**config.mk**
```make
export PLATFORM = sky130hd
export DESIGN_NAME = uart_mem_cmd_ctrl
export DESIGN_NICKNAME = d
export VERILOG_FILES = /design/src/rtl/uart_mem_cmd_ctrl_pkg.sv /design/src/rtl/uart_mem_cmd_ctrl_resp_serializer.sv /design/src/rtl/uart_mem_cmd_ctrl.sv
export SDC_FILE = /design/constraint.sdc
export NUM_CORES = 1
export LEC_CHECK = 0
export ABC_AREA = 1
export CAP_MARGIN = 10
export CORE_MARGIN = 10
export CORE_UTILIZATION = 44
export DETAILED_ROUTE_END_ITERATION = 8
export GPL_TIMING_DRIVEN = 0
export PLACE_DENSITY_LB_ADDON = 0.15
export SETUP_SLACK_MARGIN = 0.05
export SYNTH_ARGS = -nofsm -noshare
export SYNTH_HDL_FRONTEND = slang
export SYNTH_HIERARCHICAL = 1
export SYNTH_SLANG_ARGS = --single-unit
```
**constraint.sdc**
```tcl
create_clock -name clk -period 1.85 [get_ports clk]
set_clock_uncertainty 0.05 [all_clocks]
set_input_delay 0.185 -clock clk [delete_from_list [all_inputs] [get_ports clk]]
set_output_delay 0.185 -clock clk [all_outputs]
set_load 0.005 [all_outputs]
```
**src/rtl/uart_mem_cmd_ctrl_pkg.sv**
```systemverilog
// uart_mem_cmd_ctrl_pkg
// Shared definitions for the UART memory debug command controller:
//   - controller state encoding
//   - bit positions inside the command header byte
//   - field offsets of the 42-bit memory read-response frame
//   - default ACK / ERR reply bytes
//   - helper that lays a response frame out as the 6 reply bytes
package uart_mem_cmd_ctrl_pkg;

  typedef enum logic [2:0] {
    ST_HDR       = 3'd0,
    ST_ADDR      = 3'd1,
    ST_DATA      = 3'd2,
    ST_WAIT_EN   = 3'd3,
    ST_ISSUE     = 3'd4,
    ST_WAIT_RESP = 3'd5,
    ST_SEND      = 3'd6
  } cmd_state_t;

  // Header byte layout: {rw_flag, mem_type, 5'b0, addr[8]}
  localparam int HDR_RW_BIT    = 7;
  localparam int HDR_TYPE_BIT  = 6;
  localparam int HDR_ADDR8_BIT = 0;

  localparam int ADDR_W = 9;
  localparam int DATA_W = 32;

  // Response frame layout: {flag, addr[8:0], data[31:0]}
  localparam int FRAME_W        = 42;
  localparam int FRAME_FLAG_BIT = 41;
  localparam int FRAME_ADDR_MSB = 40;
  localparam int FRAME_ADDR_LSB = 32;
  localparam int FRAME_DATA_MSB = 31;

  localparam int RESP_BYTES = 6;

  localparam logic [7:0] DEFAULT_ACK_BYTE = 8'hA5;
  localparam logic [7:0] DEFAULT_ERR_BYTE = 8'hEE;

  // Reply byte order: {6'b0, flag, addr[8]}, addr[7:0], data MSB first.
  // Packed MSB-first so the serializer can shift bytes out from the top.
  function automatic logic [RESP_BYTES*8-1:0] frame_to_resp(input logic [FRAME_W-1:0] f);
    return {6'b0,
            f[FRAME_FLAG_BIT],
            f[FRAME_ADDR_MSB:FRAME_ADDR_LSB],
            f[FRAME_DATA_MSB:0]};
  endfunction

endpackage

```
**src/rtl/uart_mem_cmd_ctrl_resp_serializer.sv**
```systemverilog
// uart_resp_serializer
// Holds a reply (one status byte or a six-byte read response) and
// hands it to the UART transmitter one byte per valid/ready handshake.
// The byte on o_tx_byte never changes while o_tx_valid is high and
// i_tx_ready is low.
// Ports:
//   i_clk, i_rst_n         clock, asynchronous active-low reset
//   i_load_frame, i_frame  load a 42-bit read frame as six reply bytes
//   i_load_byte, i_byte    load a single reply byte
//   i_tx_ready             transmitter accepts o_tx_byte
//   o_tx_byte, o_tx_valid  byte to transmit and its valid flag
//   o_last_accept          the final byte of the reply is accepted this cycle
module uart_resp_serializer
  import uart_mem_cmd_ctrl_pkg::*;
(
  input  logic               i_clk,
  input  logic               i_rst_n,
  input  logic               i_load_frame,
  input  logic [FRAME_W-1:0] i_frame,
  input  logic               i_load_byte,
  input  logic [7:0]         i_byte,
  input  logic               i_tx_ready,
  output logic [7:0]         o_tx_byte,
  output logic               o_tx_valid,
  output logic               o_last_accept
);

  logic [RESP_BYTES*8-1:0] r_shift;
  logic [2:0]              r_remaining;
  logic                    w_accept;

  assign o_tx_byte     = r_shift[RESP_BYTES*8-1 -: 8];
  assign o_tx_valid    = (r_remaining != 3'd0);
  assign w_accept      = o_tx_valid && i_tx_ready;
  assign o_last_accept = w_accept && (r_remaining == 3'd1);

  // Zeros are shifted in behind the reply so tx_byte reads 0 when idle.
  always_ff @(posedge i_clk or negedge i_rst_n) begin
    if (!i_rst_n) begin
      r_shift     <= '0;
      r_remaining <= '0;
    end else if (i_load_frame) begin
      r_shift     <= frame_to_resp(i_frame);
      r_remaining <= 3'(RESP_BYTES);
    end else if (i_load_byte) begin
      r_shift     <= {i_byte, {(RESP_BYTES*8-8){1'b0}}};
      r_remaining <= 3'd1;
    end else if (w_accept) begin
      r_shift     <= r_shift << 8;
      r_remaining <= r_remaining - 3'd1;
    end
  end

endmodule

```
**src/rtl/uart_mem_cmd_ctrl.sv**
```systemverilog
// uart_mem_cmd_ctrl
// Turns command frames received over a UART into single debug requests
// to the data or instruction memory, and returns a reply over the UART:
// ACK_BYTE for a write, the six-byte response frame for a read.
// Requests are only issued while the CPU is halted (enable = 0).
// Optional feature macro: UART_MEM_CMD_TIMEOUT_EN
//   defined   - a partial frame is abandoned after TIMEOUT_CYCLES idle
//               cycles, an unanswered read replies ERR_BYTE instead
//   undefined - no idle counter, the controller waits indefinitely
// Ports:
//   clk, reset                    clock, asynchronous active-low reset
//   rx_byte, rx_valid             bytes from the UART receiver
//   tx_byte, tx_valid, tx_ready   reply bytes to the UART transmitter
//   enable                        CPU running (stalls request issue)
//   write_mem_req, rw_flag, target_mem_type, target_addr, target_wdata
//                                 memory debug request
//   data_mem_tx_data(_ready), instr_mem_tx_data(_ready)
//                                 read responses {flag, addr, data}
//   busy                          a command is in progress
module uart_mem_cmd_ctrl
  import uart_mem_cmd_ctrl_pkg::*;
#(
  parameter int unsigned TIMEOUT_CYCLES = 100000,
  parameter logic [7:0]  ACK_BYTE       = DEFAULT_ACK_BYTE,
  parameter logic [7:0]  ERR_BYTE       = DEFAULT_ERR_BYTE
) (
  input  logic               clk,
  input  logic               reset,
  input  logic [7:0]         rx_byte,
  input  logic               rx_valid,
  output logic [7:0]         tx_byte,
  output logic               tx_valid,
  input  logic               tx_ready,
  input  logic               enable,
  output logic               write_mem_req,
  output logic               rw_flag,
  output logic               target_mem_type,
  output logic [ADDR_W-1:0]  target_addr,
  output logic [DATA_W-1:0]  target_wdata,
  input  logic               data_mem_tx_data_ready,
  input  logic [FRAME_W-1:0] data_mem_tx_data,
  input  logic               instr_mem_tx_data_ready,
  input  logic [FRAME_W-1:0] instr_mem_tx_data,
  output logic               busy
);

  cmd_state_t         r_state;
  logic [1:0]         r_byteCnt;
  logic               w_respReady;
  logic [FRAME_W-1:0] w_respFrame;
  logic               w_loadFrame;
  logic               w_loadByte;
  logic [7:0]         w_replyByte;
  logic               w_lastAccept;
  logic               w_timeout;

  // Only the memory named in the header may answer; the other one's
  // ready is ignored.
  assign w_respReady = target_mem_type ? instr_mem_tx_data_ready : data_mem_tx_data_ready;
  assign w_respFrame = target_mem_type ? instr_mem_tx_data       : data_mem_tx_data;

  assign w_loadFrame = (r_state == ST_WAIT_RESP) && w_respReady;
  assign w_loadByte  = ((r_state == ST_ISSUE) && rw_flag) ||
                       ((r_state == ST_WAIT_RESP) && !w_respReady && w_timeout);
  assign w_replyByte = (r_state == ST_WAIT_RESP) ? ERR_BYTE : ACK_BYTE;

  assign busy = (r_state != ST_HDR);

`ifdef UART_MEM_CMD_TIMEOUT_EN
  logic [31:0] r_idleCnt;
  logic        w_idle;

  // A cycle counts as idle only in the states that wait on the outside
  // world and only when nothing arrived; any byte or state change
  // restarts the count.
  assign w_idle    = ((r_state == ST_ADDR) || (r_state == ST_DATA)) ? !rx_valid :
                     (r_state == ST_WAIT_RESP)                      ? !w_respReady :
                                                                      1'b0;
  assign w_timeout = w_idle && (r_idleCnt == 32'(TIMEOUT_CYCLES - 1));

  always_ff @(posedge clk or negedge reset) begin
    if (!reset) begin
      r_idleCnt <= '0;
    end else if (!w_idle || w_timeout) begin
      r_idleCnt <= '0;
    end else begin
      r_idleCnt <= r_idleCnt + 32'd1;
    end
  end
`else
  assign w_timeout = 1'b0;
`endif

  // Command FSM. Target fields are only written while a frame is being
  // received, so they stay put from WAIT_EN until the reply is sent.
  // write_mem_req is registered and high only for the single ISSUE cycle.
  always_ff @(posedge clk or negedge reset) begin
    if (!reset) begin
      r_state         <= ST_HDR;
      r_byteCnt       <= '0;
      write_mem_req   <= 1'b0;
      rw_flag         <= 1'b0;
      target_mem_type <= 1'b0;
      target_addr     <= '0;
      target_wdata    <= '0;
    end else begin
      write_mem_req <= 1'b0;
      unique case (r_state)
        ST_HDR: begin
          if (rx_valid) begin
            rw_flag         <= rx_byte[HDR_RW_BIT];
            target_mem_type <= rx_byte[HDR_TYPE_BIT];
            target_addr     <= {rx_byte[HDR_ADDR8_BIT], 8'h00};
            target_wdata    <= '0;
            r_state         <= ST_ADDR;
          end
        end
        ST_ADDR: begin
          if (rx_valid) begin
            target_addr[7:0] <= rx_byte;
            r_byteCnt        <= '0;
            r_state          <= rw_flag ? ST_DATA : ST_WAIT_EN;
          end else if (w_timeout) begin
            r_state <= ST_HDR;
          end
        end
        ST_DATA: begin
          if (rx_valid) begin
            target_wdata <= {target_wdata[DATA_W-9:0], rx_byte};
            r_byteCnt    <= r_byteCnt + 2'd1;
            if (r_byteCnt == 2'd3) begin
              r_state <= ST_WAIT_EN;
            end
          end else if (w_timeout) begin
            r_state <= ST_HDR;
          end
        end
        ST_WAIT_EN: begin
          if (!enable) begin
            write_mem_req <= 1'b1;
            r_state       <= ST_ISSUE;
          end
        end
        ST_ISSUE: begin
          r_state <= rw_flag ? ST_SEND : ST_WAIT_RESP;
        end
        ST_WAIT_RESP: begin
          if (w_respReady || w_timeout) begin
            r_state <= ST_SEND;
          end
        end
        ST_SEND: begin
          if (w_lastAccept) begin
            r_state <= ST_HDR;
          end
        end
        default: begin
          r_state <= ST_HDR;
        end
      endcase
    end
  end

  uart_resp_serializer u_serializer (
    .i_clk         (clk),
    .i_rst_n       (reset),
    .i_load_frame  (w_loadFrame),
    .i_frame       (w_respFrame),
    .i_load_byte   (w_loadByte),
    .i_byte        (w_replyByte),
    .i_tx_ready    (tx_ready),
    .o_tx_byte     (tx_byte),
    .o_tx_valid    (tx_valid),
    .o_last_accept (w_lastAccept)
  );

endmodule

```
==> Slide: Implementation Results, run 1 <==
Physical Implementation Snapshot

Critical path
  – Worst-path fanout max: 10
  – CP bufs+invs: 6
  – Critical path's slowest cell: dfrtp_1
  – Reg2Reg Depth: 12
  – Crit path cell chain: buf_6 -> inv_6 -> nand3_4 -> a21oi_2 -> buf_6 -> nor2_8 -> nand2_4 -> inv_2 -> buf_6 -> buf_6 -> nand2_1 -> nand2_1
  – Arr. time, crit path: 1.88 ns
  – CP required: 2.02 ns
  – Crit path top cell by count: buf_6

Outcome
  – Status: finished clean

Detailed routing
  – Drt first-iter violations: 299

Synthesis
  – Area leader, netlist: dfrtp_1
  – Most frequent cells after synthesis: nand2_1, dfrtp_1, nor2_1, o21ai_0, inv_1
  – Avg Inst Size Synth: 7.06 um2

Cells and area
  – Share of cells above drive strength 1: 11.2%
  – Largest Register: u_serializer/r_shift
  – Largest registers: u_serializer/r_shift (48), target_wdata (32), target_addr (9)
  – Max reg flops: 48
  – Flop share of the area: 32.8%
  – Signal buf overhead: 26.3%
  – Inverters, non-clock: 34

Timing
  – Setup ws final: 0.146 ns
  – Max-slew headroom: 63.0%
  – Final setup violation count: 0

GRT
  – Largest net degree at the start of global routing: 60
  – Global-route wire length before repair: 24800 um
  – Vias in the first global route: 5329
  – GRT busiest layer: met2
  – Routing usage on met3: 4.91%

Power and ir drop
  – Seq. pwr: 0.00363 W
  – Sequential share of power: 31.8%
  – Gate power share: 49.1%

Floorplanning
  – Die width: 130 um

Placed design
  – HPWL Detailed: 11700 um
==> run 1: placed cells by master (no fill, tap or decap), drive strengths merged <==
| master | synthesis | routed |
|---|---|---|
| nor3 | 1 | 1 |
| o22ai | 3 | 3 |
| clkdlybuf4s50 | 0 | 149 |
| conb | 2 | 4 |
| nand2 | 440 | 440 |
| clkinv | 1 | 2 |
| dfrtp | 100 | 100 |
| bufinv | 0 | 3 |
| dlygate4sd2 | 0 | 2 |
| nor2 | 39 | 39 |
| o21ai | 30 | 30 |
| nand4 | 1 | 1 |
| ha | 4 | 4 |
| inv | 33 | 35 |
| dlygate4sd3 | 0 | 1 |
| or2 | 2 | 2 |
| clkbuf | 12 | 23 |
| buf | 38 | 50 |
| nand3 | 24 | 24 |
| a21oi | 26 | 26 |
==> run 1: repair_timing <==
item                                   in CTS  in global routing
setup endpoints to repair                  56                 52
pin swaps                                   1                  9
resized                                    20                 20
endpoints found under the hold margin      41                  0
hold buffers                                1                  0
setup buffers                               7                  4
==> run 1: cells by family after synthesis <==
logic type | after synthesis | synth area share [%]
flops | 100 | 46.9
compound gates | 59 | 6.23
buf+inv | 84 | 8.69
fa+ha+maj | 4 | 0.937
other cells | 2 | 0.141
simple gates | 507 | 37.1
==> run 1: worst max-delay path by stage <==
stage,depth (start not counted),endpoint,slack (ns),startpoint
after CTS,10,u_serializer/r_shift[40],0.05,r_state[0]
after global routing,13,r_state[1],0.002,u_serializer/r_remaining[0]
after floorplan,9,u_serializer/r_shift[40],0.09,r_state[0]
final,12,u_serializer/r_shift[18],0.15,r_state[1]
after detailed placement,9,u_serializer/r_remaining[0],-0.31,target_mem_type
after global placement,1,u_serializer/r_shift[25],-3.13,reset
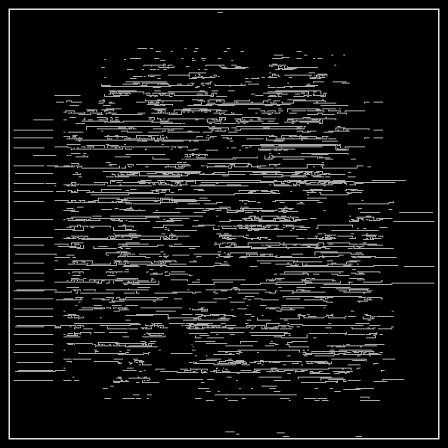
Run 1: the metal 1 layer
922 nets have wire on it. The layer holds 43% of the routed length. The layer carries 6500 um of wire. The wires run mostly horizontal.
DRT Wirelength: 15200 um
routed vias: 5177

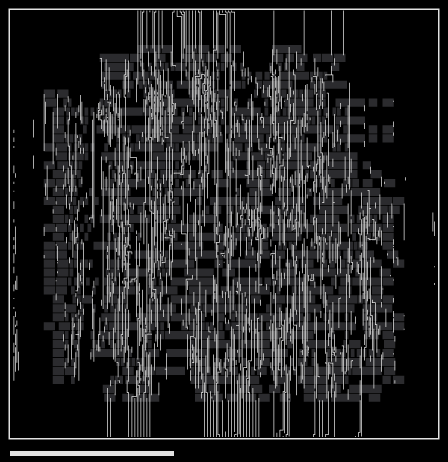
Run 1: metal 2
Scale bar: 50 um.
The layer carries 7430 um of wire. 777 nets have wire on it. The longest straight run is 55.8 um.

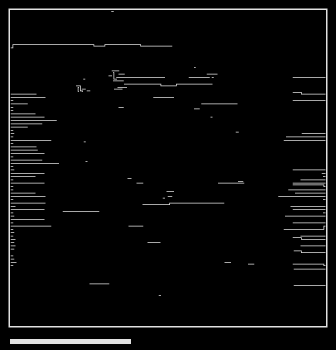
Run 1: metal 3
Scale bar: 50 um.
The layer carries 959 um of wire. The layer holds 6.3% of the routed length. The longest straight run is 33.4 um.

## Run 2: what changed since run 1
--- a/config.mk
+++ b/config.mk
@@ -7,7 +7,7 @@
 export LEC_CHECK = 0
 export ABC_AREA = 1
 export CAP_MARGIN = 10
-export CORE_MARGIN = 10
+export CORE_MARGIN = 1.5
 export CORE_UTILIZATION = 44
 export DETAILED_ROUTE_END_ITERATION = 8
 export GPL_TIMING_DRIVEN = 0
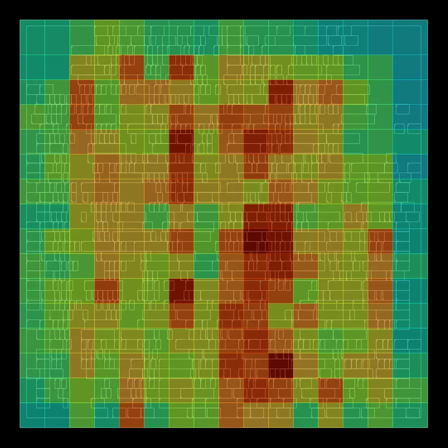
Run 2: routing congestion map
routing usage on met3: 3.75%
GRT busiest layer: met2
Final Util: 64.2%
met2 Use GR: 39.8%

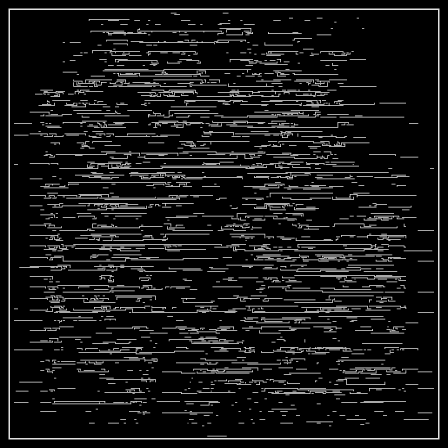
Run 2: the metal 1 layer
The layer holds 42% of the routed length. The longest straight run is 39.1 um. 913 nets have wire on it. The wires run mostly horizontal.
DRT Wirelength: 14100 um
routed vias: 5262
met1 GRT Util: 28.9%

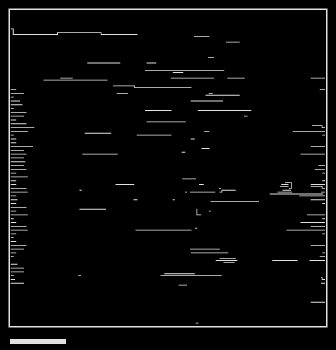
Run 2: metal 3
Scale bar: 20 um.
The layer holds 5.6% of the routed length. 123 nets have wire on it. The wires run mostly horizontal. The layer carries 788 um of wire. The longest straight run is 28.1 um.

==> run 2 against run 1 <==
Net effect: first-iteration DRC count decreased by 12%; power decreased by 0.25%; cell count increased by 0.46%; sequential share of layout area decreased by 0.080 points; non-clock buffer count increased by 5; maximum frequency decreased by 4.2%; clock power decreased by 7%; global-route usage increased by 4.8 points; highest routed layer unchanged; critical path type is now reg2out; core utilization increased by 0.43 points; setup slack got worse by 0.075 ns; die size decreased by 24%.
==> Slide: Implementation Results, run 2 <==
Physical Implementation Snapshot

Outcome
  – Status: finished clean

Cells and area
  – Most frequent cells in the layout: nand2_1, clkdlybuf4s50_1, dfrtp_1
  – Max reg flops: 48 (unchanged)
  – Largest registers: u_serializer/r_shift (48), target_wdata (32), target_addr (9)
  – Share of cells above drive strength 1: 11.5% (+0.36 points)
  – Largest Register: u_serializer/r_shift
  – Most numerous logic cell after layout: nand2_1

GRT
  – Vias in the first global route: 5183 (-2.7%)
  – Global-route wire length before repair: 23600 um (-4.6%)
  – Largest net degree at the start of global routing: 63 (+5.0%)

Clock tree
  – Hold buffers post-CTS: 1 (unchanged)
  – Post-CTS Resized: 21 (+5.0%)
  – Postcts setup bufs: 7 (unchanged)
  – Root Buffer: clkbuf_16

Detailed routing
  – DR top layer: met4
  – Drt first-iter violations: 262 (-12%)

Synthesis
  – Avg Inst Size Synth: 7.06 um2 (unchanged)
  – Chip Area, Yosys: 5340 um2
  – Most frequent cells after synthesis: nand2_1, dfrtp_1, nor2_1, o21ai_0, inv_1
  – Seq/Total Area, Yosys: 46.9%
  – Area leader, netlist: dfrtp_1
  – Count of different cell masters after synthesis: 25

Power and ir drop
  – Net switching fraction of the power: 38.6%
  – Sequential share of power: 31.8% (about the same)
  – Seq. pwr: 0.00362 W (about the same)
  – Cell Int Power: 0.00699 W
  – Power per Cell Area: 1490 nW/um2
  – Gate power share: 50.6% (+1.5 points)

Timing
  – Max Transition Viols Final: 0
  – Setup ws final: 0.0711 ns (-0.0747 ns)
  – Final setup violation count: 0 (unchanged)
  – Least-Margin Pin Slew: 0.556 ns
  – Max-slew headroom: 62.9% (-0.11 points)

Floorplanning
  – Row count: 40
  – Die width: 113 um (-13%)
  – Io pins: 153

Run
  – MaxCap Viol Count: 0

Critical path
  – Arr. time, crit path: 1.54 ns (-0.34 ns)
  – Crit path launch: r_state[2]
  – CP required: 1.62 ns (-0.40 ns)
  – Worst-path fanout max: 8 (-2)

Placed design
  – HPWL Detailed: 10500 um (-10%)
  – Final GP Congestion: 0.832
run 2: cell type report:
type	instances	area, um2
fillers	1086	4260
flip-flops and latches	100	2500
well taps	147	184
multi-input cells	574	2440
plain buffers	49	365
repair buffers	171	1680
clock inverters	4	72.6
clock buffers	12	246
inverters	34	151
run 2: through the flow:
| step | instance area [um2] | setup TNS [ns] | util, % | hold WS (ns) | std cells |
|---|---|---|---|---|---|
| finish | 7650 | 0 | 64.2 | 0.316 | 1091 |
| global route | 7650 | 0 | 64.2 | 0.370 | 1091 |
| CTS | 7520 | 0 | 63.1 | 0.336 | 1082 |
| detailed placement | 7080 | -10.39 | 59.4 | 0.144 | 1058 |
| global placement | 7050 | -323.07 | 59.2 | 0.413 | 1057 |
| floorplan | 5350 | 0 | - | -0.161 | 758 |
run 2: final timing paths:
check / slack (ns) / depth (start not counted) / to
worst max-delay path: 0.07 / 4 / busy
worst min-delay path: 0.32 / 2 / target_wdata[18]
worst max register to register: 0.13 / 10 / u_serializer/r_shift[15]
worst min register to register: 0.43 / 2 / u_serializer/r_shift[3]
max in group asynchronous: 0.75 / 3 / r_state[0]
min in group clk: 0.37 / 2 / write_mem_req
run 2: kinds of logic (layout without fill, tap and decap cells):
| group | Yosys count | after routing | synth area share [%] |
|---|---|---|---|
| buffers and inverters | 84 | 270 | 8.69 |
| DFF | 100 | 100 | 46.9 |
| adders and majority gates | 4 | 4 | 0.937 |
| and+or+nand+nor | 507 | 507 | 37.1 |
| other | 2 | 4 | 0.141 |
| AOI/OAI and AO/OA | 59 | 59 | 6.23 |
run 2: worst max-delay path, stage by stage, from the launching register on:
cell	delay, ns
dfrtp_1	0.37
buf_6	0.14
nor2_4	0.12
nand2_1	0.11
clkdlybuf4s50_1	0.46
## Run 3: what changed since run 2
--- a/config.mk
+++ b/config.mk
@@ -8,7 +8,8 @@
 export ABC_AREA = 1
 export CAP_MARGIN = 10
 export CORE_MARGIN = 1.5
-export CORE_UTILIZATION = 44
+export CORE_UTILIZATION = 45
+export CTS_BUF_LIST = sky130_fd_sc_hd__clkbuf_8
 export DETAILED_ROUTE_END_ITERATION = 8
 export GPL_TIMING_DRIVEN = 0
 export PLACE_DENSITY_LB_ADDON = 0.15
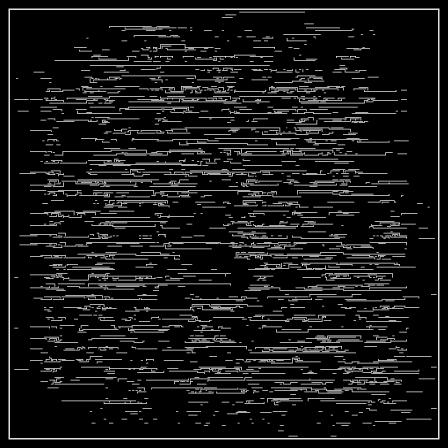
Run 3: the metal 1 layer
The layer carries 6010 um of wire. The wires run mostly horizontal. 904 nets have wire on it. The longest straight run is 46.9 um. The layer holds 44% of the routed length.
routed vias: 5151
met1 GRT Util: 28.8%
DRT Wirelength: 13700 um

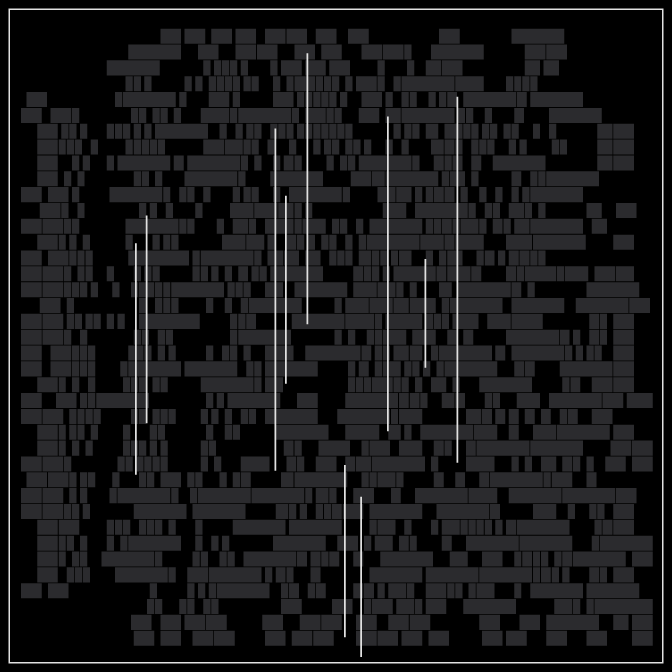
Run 3: metal 4
The layer holds 2.9% of the routed length. 9 nets have wire on it. The wires run mostly vertical. The layer carries 403 um of wire.

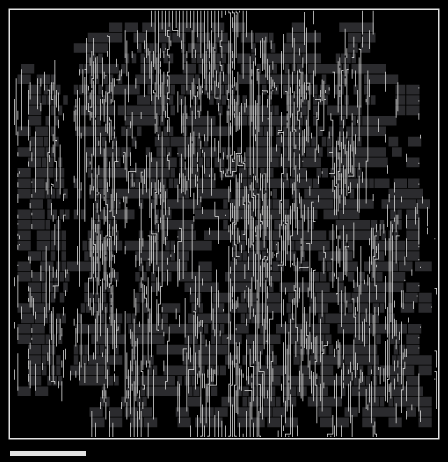
Run 3: metal 2
Scale bar: 20 um.
The longest straight run is 57.5 um. 772 nets have wire on it. The wires run mostly vertical.
met2 Use GR: 39.4%

==> run 3 against run 2 <==
Net effect: the flow now finishes with violations (design-rule violations); cell count is 1.0% lower; power down 7.7%; die size decreased by 2.2%; core utilization up 0.43 points; largest power group unchanged.
==> Slide: Implementation Results, run 3 <==
Physical Implementation Snapshot

Placed design
  – Placed instance area: 7070 um2 (about the same)
  – HPWL Detailed: 10500 um (+0.21%)
  – Final GP Congestion: 0.833 (about the same)

Timing
  – Final setup violation count: 0 (unchanged)
  – Final hold slack: 0.291 ns (-0.0253 ns)
  – Max Transition Viols Final: 0 (unchanged)
  – Max-slew headroom: 60.8% (-2.2 points)
  – Setup ws final: 0.131 ns (+0.0603 ns)
  – Least-Margin Pin Slew: 0.589 ns (+0.0323 ns)
  – Setup TNS: 0 ns (unchanged)

Power and ir drop
  – Power per Cell Area: 1410 nW/um2 (-5.2%)

GRT
  – Largest net degree at the start of global routing: 57 (-9.5%)
  – Global-route wire length before repair: 23000 um (-2.7%)

Cells and area
  – Most numerous logic cell after layout: nand2_1
  – Largest registers: u_serializer/r_shift (48), target_wdata (32), target_addr (9)
  – Most frequent cells in the layout: nand2_1, clkdlybuf4s50_1, dfrtp_1
  – Share of cells above drive strength 1: 11.2% (-0.34 points)
  – Fin area: 7450 um2 (-2.7%)
  – Largest Register: u_serializer/r_shift

Floorplanning
  – Row count: 39 (-2.5%)
  – Io pins: 153 (unchanged)
  – Die width: 112 um (-1.1%)

Run
  – MaxCap Viol Count: 0 (unchanged)

Outcome
  – Status: finished with violations
  – Failing checks: design-rule violations

Synthesis
  – Avg Inst Size Synth: 7.06 um2 (unchanged)
  – Count of different cell masters after synthesis: 25 (unchanged)

Critical path
  – CP max stage delay: 0.39 ns (-0.07 ns)
  – Critical path's slowest cell: dfrtp_1
  – Worst-path fanout max: 10 (+2)
  – CP bufs+invs: 5 (+3)
  – Worst reg2reg setup slack: 0.13 ns (about the same)
  – Reg-to-Reg End: u_serializer/r_shift[36]
  – CP required: 2.07 ns (+0.45 ns)
  – Dominant delay contributor by cell family on the critical path: buffers and inverters

Detailed routing
  – # DRC: 9
  – Drt first-iter violations: 275 (+5.0%)

Clock tree
  – Root Buffer: clkbuf_8
[run 3: cell families (layout without fill, tap and decap cells)]
family / count (synthesis) / count (layout) / share of synthesized area, %
adders and majority gates: 4 / 4 / 0.937
and+or+nand+nor: 507 / 507 / 37.1
DFF: 100 / 100 / 46.9
other: 2 / 4 / 0.141
buffers and inverters: 84 / 263 / 8.69
AOI/OAI and AO/OA: 59 / 59 / 6.23
[run 3: final cells by class]
cell class              count  area (um2)
multi-input cells         574        2440
fillers                  1068        4070
repair buffers            164        1630
plain buffers              49         360
inverters                  34         149
well taps                 143         179
clock buffers               9         124
flip-flops and latches    100        2500
clock inverters             7        56.3
[run 3: how the worst max path moves through the flow]
stage,start,to,slack (ns),cells past startpoint
after global routing,target_mem_type,u_serializer/r_remaining[2],-0.005,11
after global placement,reset,u_serializer/r_shift[17],-3.13,1
after floorplan,r_state[0],u_serializer/r_shift[40],0.09,9
after CTS,u_serializer/r_remaining[0],r_state[2],0.05,13
after detailed placement,target_mem_type,u_serializer/r_shift[28],-0.29,10
final,target_mem_type,u_serializer/r_shift[36],0.13,11
[run 3: per-layer routing]
metal / up-vias / part of all wire, % / GRT usage (%)
met1: 2343 / 44 / 28.8
met4: 0 / 2.9 / 9.37
met3: 27 / 4.7 / 3.21
met2: 133 / 49 / 39.4
met5: - / 0 / 0
li1: 2648 / - / -
[run 3: repair_timing]
item                                    CTS  global route
endpoints found under the setup margin   56            52
setup buffers                             4             6
endpoints found under the hold margin    44             0
gates resized                            20            20
hold buffers                              1             0
pin swaps                                 1             6
[run 3: where the power goes]
part           internal, W  switching [W]
clock network     0.000505       0.000794
logic              0.00261        0.00298
registers          0.00306       0.000550
total              0.00618        0.00432
No activity file was given, so power comes from the tool's default toggle rates.
